## src/rtl/ifetch.sv

```systemverilog
// Instruction fetch unit: one outstanding memory read feeding a 2-entry {addr,data} queue.
// A flush discards the queue and any in-flight read still owed by memory.
module ifetch (
  input  logic        clk,
  input  logic        rst,
  input  logic [15:0] pc_addr,
  output logic        PCinc,
  input  logic        flush,
  output logic        mem_req,
  output logic [15:0] mem_addr,
  input  logic        mem_ack,
  input  logic [15:0] mem_data,
  output logic        ir_valid,
  output logic [15:0] ir,
  output logic [15:0] ir_addr,
  input  logic        ir_take
);

  typedef enum logic [1:0] {StIdle, StReq, StDrop} state_e;

  state_e      state_q;
  logic        mem_req_q;
  logic [15:0] mem_addr_q;

  logic [1:0]  count_q, count_d;
  logic [15:0] addr_q [2];
  logic [15:0] addr_d [2];
  logic [15:0] data_q [2];
  logic [15:0] data_d [2];

  logic        wr;
  logic        take;
  logic        wr_slot;

  assign PCinc    = (state_q == StReq) && mem_ack && !flush;
  assign wr       = PCinc;
  assign take     = ir_take && (count_q != 2'd0);
  // Tail index after an optional pop from the head.
  assign wr_slot  = take ? count_q[1] : count_q[0];

  assign mem_req  = mem_req_q;
  assign mem_addr = mem_addr_q;
  assign ir_valid = (count_q != 2'd0);
  assign ir       = data_q[0];
  assign ir_addr  = addr_q[0];

  always_ff @(posedge clk or negedge rst) begin
    if (!rst) begin
      state_q    <= StIdle;
      mem_req_q  <= 1'b0;
      mem_addr_q <= 16'h0000;
    end else begin
      unique case (state_q)
        StIdle: begin
          if ((count_q < 2'd2) && !flush) begin
            state_q    <= StReq;
            mem_req_q  <= 1'b1;
            mem_addr_q <= pc_addr;
          end
        end
        StReq: begin
          if (mem_ack) begin
            state_q   <= StIdle;
            mem_req_q <= 1'b0;
          end else if (flush) begin
            state_q <= StDrop;
          end
        end
        StDrop: begin
          // The bus cannot be withdrawn, so wait out the stale read.
          if (mem_ack) begin
            state_q   <= StIdle;
            mem_req_q <= 1'b0;
          end
        end
        default: begin
          state_q   <= StIdle;
          mem_req_q <= 1'b0;
        end
      endcase
    end
  end

  always_comb begin
    count_d = count_q;
    addr_d  = addr_q;
    data_d  = data_q;
    if (flush) begin
      count_d = 2'd0;
    end else begin
      if (take) begin
        addr_d[0] = addr_q[1];
        data_d[0] = data_q[1];
      end
      if (wr) begin
        addr_d[wr_slot] = mem_addr_q;
        data_d[wr_slot] = mem_data;
      end
      count_d = count_q + {1'b0, wr} - {1'b0, take};
    end
  end

  always_ff @(posedge clk or negedge rst) begin
    if (!rst) begin
      count_q <= 2'd0;
      addr_q  <= '{default: 16'h0000};
      data_q  <= '{default: 16'h0000};
    end else begin
      count_q <= count_d;
      addr_q  <= addr_d;
      data_q  <= data_d;
    end
  end

endmodule

```

## config.mk

```make
export PLATFORM = sky130hd
export DESIGN_NAME = ifetch
export DESIGN_NICKNAME = d
export VERILOG_FILES = /design/src/rtl/ifetch.sv
export SDC_FILE = /design/constraint.sdc
export NUM_CORES = 1
export LEC_CHECK = 0
export ABC_AREA = 0
export CAP_MARGIN = 30
export CELL_PAD_IN_SITES_DETAIL_PLACEMENT = 1
export CELL_PAD_IN_SITES_GLOBAL_PLACEMENT = 2
export CORE_UTILIZATION = 34
export CTS_CLUSTER_SIZE = 14
export DETAILED_ROUTE_END_ITERATION = 10
export PLACE_DENSITY = 0.91
export SYNTH_ARGS = -nofsm -noshare
export SYNTH_HDL_FRONTEND = slang
export SYNTH_SLANG_ARGS = --single-unit
export TNS_END_PERCENT = 20
```

## constraint.sdc

```tcl
create_clock -name clk -period 2.23 [get_ports clk]
set_clock_uncertainty 0.15 [all_clocks]
set_input_delay 0.669 -clock clk [delete_from_list [all_inputs] [get_ports clk]]
set_output_delay 0.669 -clock clk [all_outputs]
set_load 0.02 [all_outputs]
```

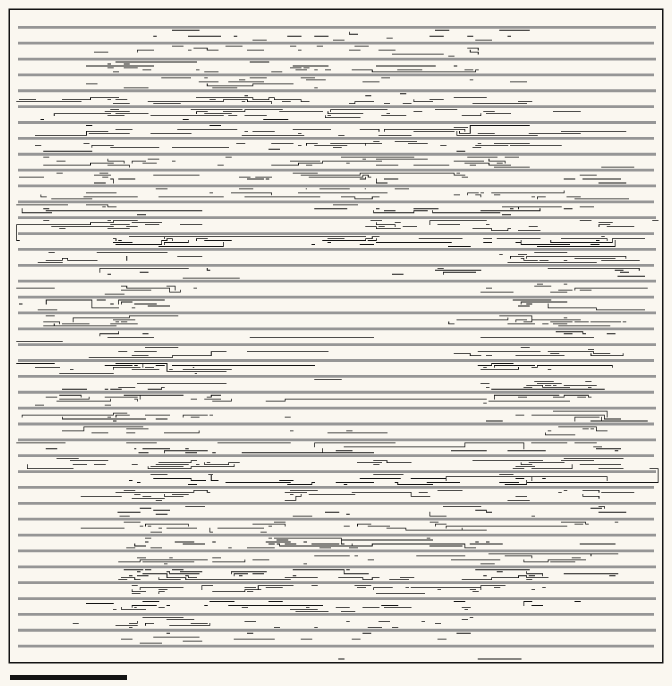
(run_1/m1.png)
Bar = 20 um. Supply wires on this layer in gray.
share of all routed wire	42%
nets with wire on the layer	369
main direction	horizontal
wire length on this layer	3770 um
longest straight run	40.5 um
total wire length: 8980 um
detailed-route via count: 2584
global routing usage on met1: 18.6%

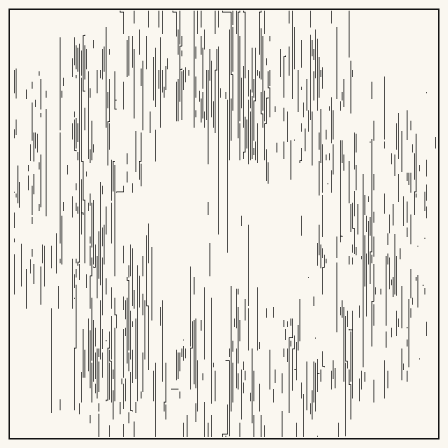
(run_1/m2.png)
nets with wire on the layer	388
wire length on this layer	4670 um
main direction	vertical
longest straight run	56.9 um
share of all routed wire	52%
M2 GR Usage: 26.2%

==> qor.yml, run 1 <==
worst_setup_path:
  critical-path-max-stage-delay_ps: 630
  setup.worst_path.class: "reg -> out"
  cp-end-kind: "primary output"
  critical_path_required_ps: 1410
logic_synthesis:
  synth.distinct_cells: 31
  yosys-stat-area_mm2: 0.00410
  common_cells: "85 x sky130_fd_sc_hd__dfrtp_1, 69 x sky130_fd_sc_hd__a21oi_1, 33 x sky130_fd_sc_hd__buf_4, 32 x sky130_fd_sc_hd__mux2i_1, 30 x sky130_fd_sc_hd__mux2_4"
  synth_dominant_cell_count: "sky130_fd_sc_hd__dfrtp_1"
  synthDominantCellAreaShare_pct: 51.9
  area_leaders: "sky130_fd_sc_hd__dfrtp_1 52%, sky130_fd_sc_hd__mux2_4 11%, sky130_fd_sc_hd__a21oi_1 8.4%"
  synthesis.instances: 314
outcome:
  violations: "DRC"
  outcome: "complete, but fails checks"
layout:
  layout.nets: 421
pwr:
  max-vdd-ir-drop_mv: 0.601
  power.density_cell_area_mw_per_mm2: 1320
  design_power_total_mw: 6.90
place:
  postPlaceCellArea_mm2: 0.00496
  routability_cong: 0.687
  dp_cells: 512
detailed_routing:
  average_wire_length_per_cell_after_detail_routing_um: 17.1
  remaining_drc_errors: 5
  initial_detailed_routing_violation_count: 93
final_timing:
  timing.final.setup_violations: 0
  unrepaired_setup_endpoints_after_global_routing: "false"
  tightestPinTransition_ps: 464
  relative_slew_slack_pct: 69.1
  fmax_mhz: 458
floorplanning:
  cell_rows: 39
grt:
  grt_pass1_wl_um: 14700
  maximum_number_of_pins_on_one_net_before_global_route_repair: 86
cts:
  postCtsSetupRepairBufs: 0
  clock-root-buffer: "sky130_fd_sc_hd__clkbuf_16"
job:
  cap_violations: 0
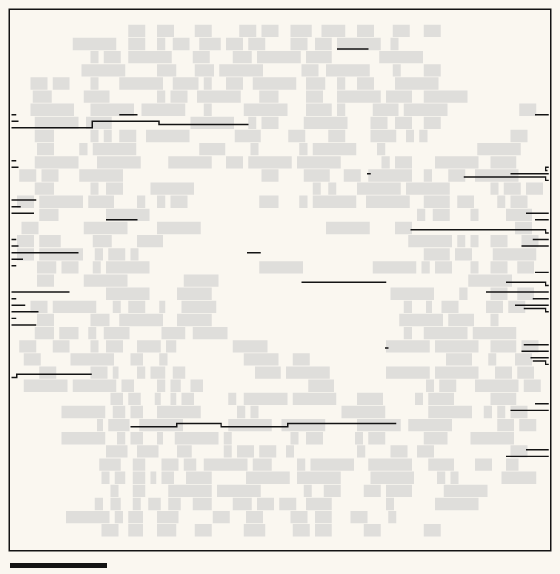
(run_1/m3.png)
Bar = 20 um. Cells faint in the background.
longest straight run	27.8 um
nets with wire on the layer	44
met3 usage in global routing: 3.65%

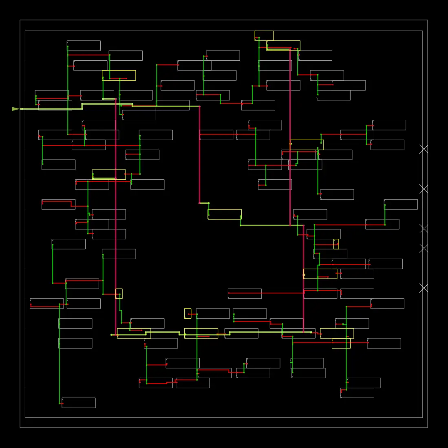
(run_1/clock_nets.png)
Clock group: 1.36 mW
num sequential: 85

[run 1: layout by cell type, fill, tap and decap left out, types with 2 or more instances in the layout]
cell,instances
sky130_fd_sc_hd__ha_1,4
sky130_fd_sc_hd__mux2_2,16
sky130_fd_sc_hd__and2b_1,2
sky130_fd_sc_hd__a21boi_0,2
sky130_fd_sc_hd__a21oi_1,69
sky130_fd_sc_hd__clkinv_2,2
sky130_fd_sc_hd__mux2i_1,32
sky130_fd_sc_hd__clkdlybuf4s50_1,78
sky130_fd_sc_hd__mux2_1,2
sky130_fd_sc_hd__nor2_1,2
sky130_fd_sc_hd__buf_12,8
sky130_fd_sc_hd__dlymetal6s2s_1,4
sky130_fd_sc_hd__inv_1,4
sky130_fd_sc_hd__o21bai_1,2
sky130_fd_sc_hd__clkbuf_16,9
sky130_fd_sc_hd__dfrtp_1,85
sky130_fd_sc_hd__buf_4,11
sky130_fd_sc_hd__clkbuf_8,2
sky130_fd_sc_hd__mux2_4,30
sky130_fd_sc_hd__dlygate4sd2_1,3
[run 1: per-stage QoR]
step | setup TNS, ps | hold slack, ps
CTS | 0 | 227
global placement | -12950 | 318
detailed placement | -15130 | 329
finish | 0 | 201
floorplan | 0 | 223
global route | 0 | 240
[run 1: power groups by stage]
stage | clock network (mW) | registers [mW] | logic [mW]
CTS | 1.42 | 2.64 | 2.97
global route | 1.48 | 2.73 | 3.10
global placement | 0 | 2.61 | 2.85
finish | 1.36 | 2.63 | 2.91
detailed placement | 0 | 2.66 | 2.95
floorplan | 0 | 2.71 | 1.86
[run 1: final cells by class]
class                      instances  area, um^2  share of cell area, %
inverter                           5        18.8                  0.359
multi-input combinational        174        1530                   29.2
clock buffer                      12         256                   4.90
sequential                        85        2130                   40.7
clock inverter                     2        10.0                  0.191
tap                              143         179                   3.42
timing repair buffer             105        1110                   21.2
[run 1: path summary, 6_finish.rpt]
kind,endpoint,slack [ps],cells after the start
worst min register to register,flip-flop,340,1
worst max register to register,flip-flop,250,7
min in group clk,flip-flop,340,1
worst max-delay path,mem_addr[8],40,1
max in group asynchronous,count_q[1]$_DFF_PN0_,1360,2
worst min-delay path,asynchronous set/reset pin,200,2
[run 1: per-layer routing]
metal | GRT usage [%] | wire (um) | up-vias | share of wire (%)
li1 | - | - | 1202 | -
met1 | 18.6 | 3770 | 1319 | 42
met2 | 26.2 | 4670 | 52 | 52
met3 | 3.65 | 373 | 11 | 4.2
met4 | 7.03 | 168 | 0 | 1.9
met5 | 0 | 0 | - | 0
[run 1: kinds of logic (layout without fill, tap and decap cells)]
group,Yosys count,in the layout,share of synthesized area [%]
adders and majority gates,4,4,1.22
DFF,85,85,51.9
muxes,81,81,24.1
buffers and inverters,55,124,10.8
xor gates and xnor gates,1,1,0.214
and+or+nand+nor,13,13,2.29
AOI/OAI and AO/OA,75,75,9.44
==> run_1/gates.png <==
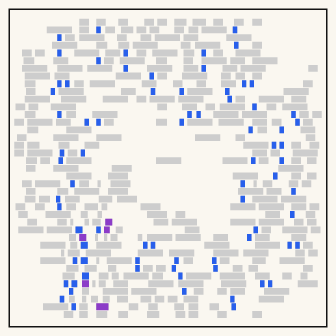

## Run 2: what changed since run 1
- CAP_MARGIN: 30 -> 20
- CORE_UTILIZATION: 34 -> 28
- PLACE_DENSITY: 0.91 -> 0.81
- clock period: 2.23 -> 2 ns (I/O delays scaled with it)
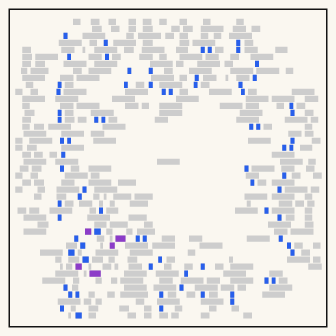
(run_2/gates.png)
color	family	cells	where
purple	and/or cells	5	lower left
blue	aoi and oai cells	75	all over the die
most used logic cell in the final layout: sky130_fd_sc_hd__dfrtp_1
Cell Count, Final, Fillers Out: 570
Comb/total area: 29.0%

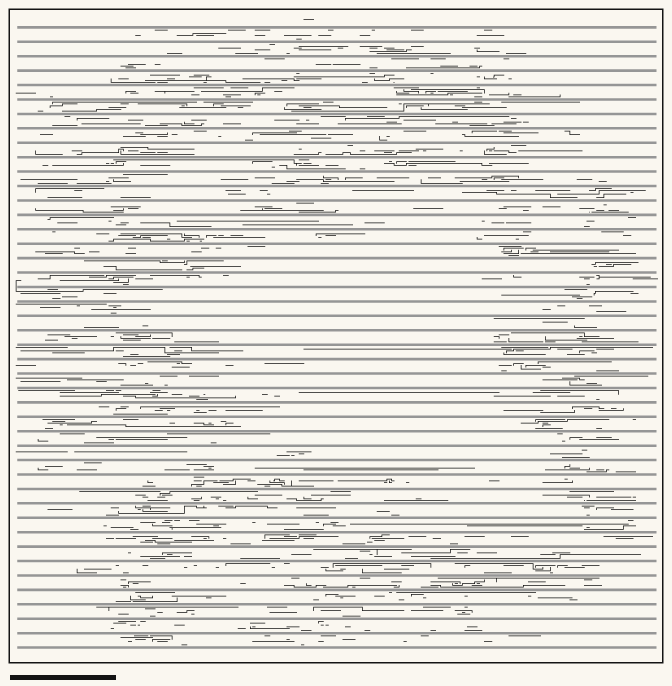
(run_2/m1.png)
Bar = 20 um. Supply wires on this layer in gray.
nets with wire on the layer	374
main direction	horizontal
total wire length: 9510 um
global routing usage on met1: 15.8%
detailed-route via count: 2602

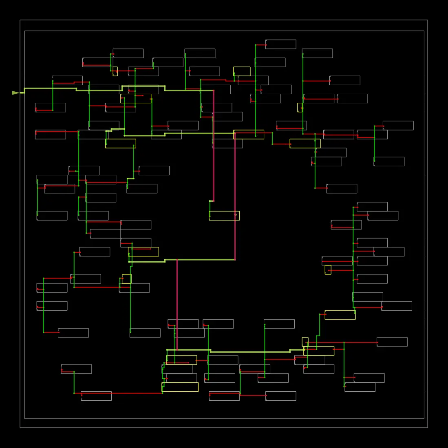
(run_2/clock_nets.png)
insertion delay at the late pin of the worst-skew pair: 340 ps
Clock group: 1.66 mW
number of buffers inserted during clock tree synthesis: 9
count of clock buffers in the final design: 12

==> run 2 against run 1 <==
Effect of this change:
- the run ends with setup timing left
- first-iteration DRC count fell by 15%
- clock power increased by 22%
- die size grew 21%
- design area rose by 2.2%
- worst hold slack lost 59 ps
- register-to-register slack lost 160 ps
- core utilization fell by 7.3 points
- clock-buffer cell count stayed put
- sequential share of layout area shrank 0.88 points
- combinational power about the same
==> qor.yml, run 2 <==
outcome:
  outcome: "complete, but fails checks"
  violations: "setup timing"
grt:
  grt_pass1_wl_um: 14800  # +0.37%
  maximum_number_of_pins_on_one_net_before_global_route_repair: 86  # unchanged
place:
  dp_cells: 549  # +7.2%
  routability_cong: 0.714  # +3.9%
layout:
  final_cell_mix: "85 x sky130_fd_sc_hd__dfrtp_1, 69 x sky130_fd_sc_hd__a21oi_1, 51 x sky130_fd_sc_hd__dlygate4sd2_1"
  area_of_the_multi_input_gates_mm2: 0.00155  # +1.6%
  final-seq-area_mm2: 0.00213  # unchanged
floorplanning:
  cell_rows: 43  # +10%
pwr:
  power.density_cell_area_mw_per_mm2: 1400  # +6.5%
  max-vdd-ir-drop_mv: 0.532  # -11%
worst_setup_path:
  setup.worst_path.class: "in -> out"
  cp-end-kind: "primary output"
  critical-path-max-stage-delay_ps: 300  # -330 ps
final_timing:
  unrepaired_setup_endpoints_after_global_routing: "true"
  timing.final.setup_violations: 1  # +1
  fmax_mhz: 500
  post-route-worst-setup-slack_ps: -1.63
detailed_routing:
  average_wire_length_per_cell_after_detail_routing_um: 16.7  # -2.3%
  initial_detailed_routing_violation_count: 79  # -15%
  dr_wl_met3_um: 385  # +3.2%
  dr.max_layer_used: "met4"
logic_synthesis:
  yosys-stat-area_mm2: 0.00410  # unchanged
  synth.distinct_cells: 31  # unchanged
cts:
  clock-root-buffer: "sky130_fd_sc_hd__clkbuf_16"
==> run 2: what timing repair did <==
| item | CTS | global route |
|---|---|---|
| setup endpoints to repair | 83 | 45 |
| cloned | 0 | 3 |
| resized | 61 | 7 |
| pin swaps | 1 | 0 |
| setup buffers | 0 | 2 |
==> run 2: how the worst max path moves through the flow <==
stage | slack, ps | cells after the start | end | startpoint
floorplan | 70 | 5 | flip-flop | flush
global placement | -650 | 3 | PCinc | flush
detailed placement | -670 | 3 | PCinc | flush
CTS | -70 | 4 | PCinc | state_q[1]$_DFFE_PN0P_
global route | -30 | 4 | PCinc | state_q[1]$_DFFE_PN0P_
finish | -2 | 3 | PCinc | flush
==> run 2: cell families (layout without fill, tap and decap cells) <==
logic type,after synthesis,after routing,share of synthesized area [%]
adder cells (fa/ha/maj),4,4,1.22
multiplexers,81,81,24.1
flip-flops,85,85,51.9
buffers and inverters,55,131,10.8
XOR/XNOR,1,1,0.214
AND/OR/NAND/NOR,13,13,2.29
AND-OR/OR-AND,75,75,9.44
==> run 2: per-layer routing <==
metal	GRT usage [%]	up-vias
li1	-	1211
met1	15.8	1327
met5	0	-
met3	4.11	7
met2	21.9	57
met4	4.12	0
==> run 2: cell type report <==
| type | instances | share of cell area [%] |
|---|---|---|
| sequential | 85 | 39.8 |
| multi-input combinational | 174 | 29.0 |
| timing repair buffer | 110 | 21.1 |
| clock buffer | 12 | 4.61 |
| tap | 180 | 4.21 |
| clock inverter | 4 | 0.890 |
| inverter | 5 | 0.351 |
==> run 2: stage by stage <==
| step | power [mW] | TNS (ps) | area, um^2 | hold slack, ps | util [%] |
|---|---|---|---|---|---|
| final | 7.51 | -1.63 | 5350 | 142 | 37.9 |
| after global routing | 8.00 | -30.0 | 5350 | 174 | 37.9 |
| after CTS | 7.57 | -66.8 | 5240 | 154 | 37.2 |
| after detailed placement | 6.24 | -29870 | 5000 | 333 | 35.5 |
| after global placement | 6.10 | -26400 | 5000 | 318 | 35.5 |
| after floorplan | 5.10 | 0 | 4100 | 154 | - |
==> run 2: power by group through the flow <==
stage / logic, mW / registers [mW] / clock network [mW]
CTS: 2.92 / 2.93 / 1.73
detailed placement: 3.27 / 2.96 / 0
global placement: 3.18 / 2.92 / 0
floorplan: 2.07 / 3.03 / 0
global route: 3.18 / 3.04 / 1.78
finish: 2.93 / 2.92 / 1.66
Power is estimated from default activity; no workload was simulated.
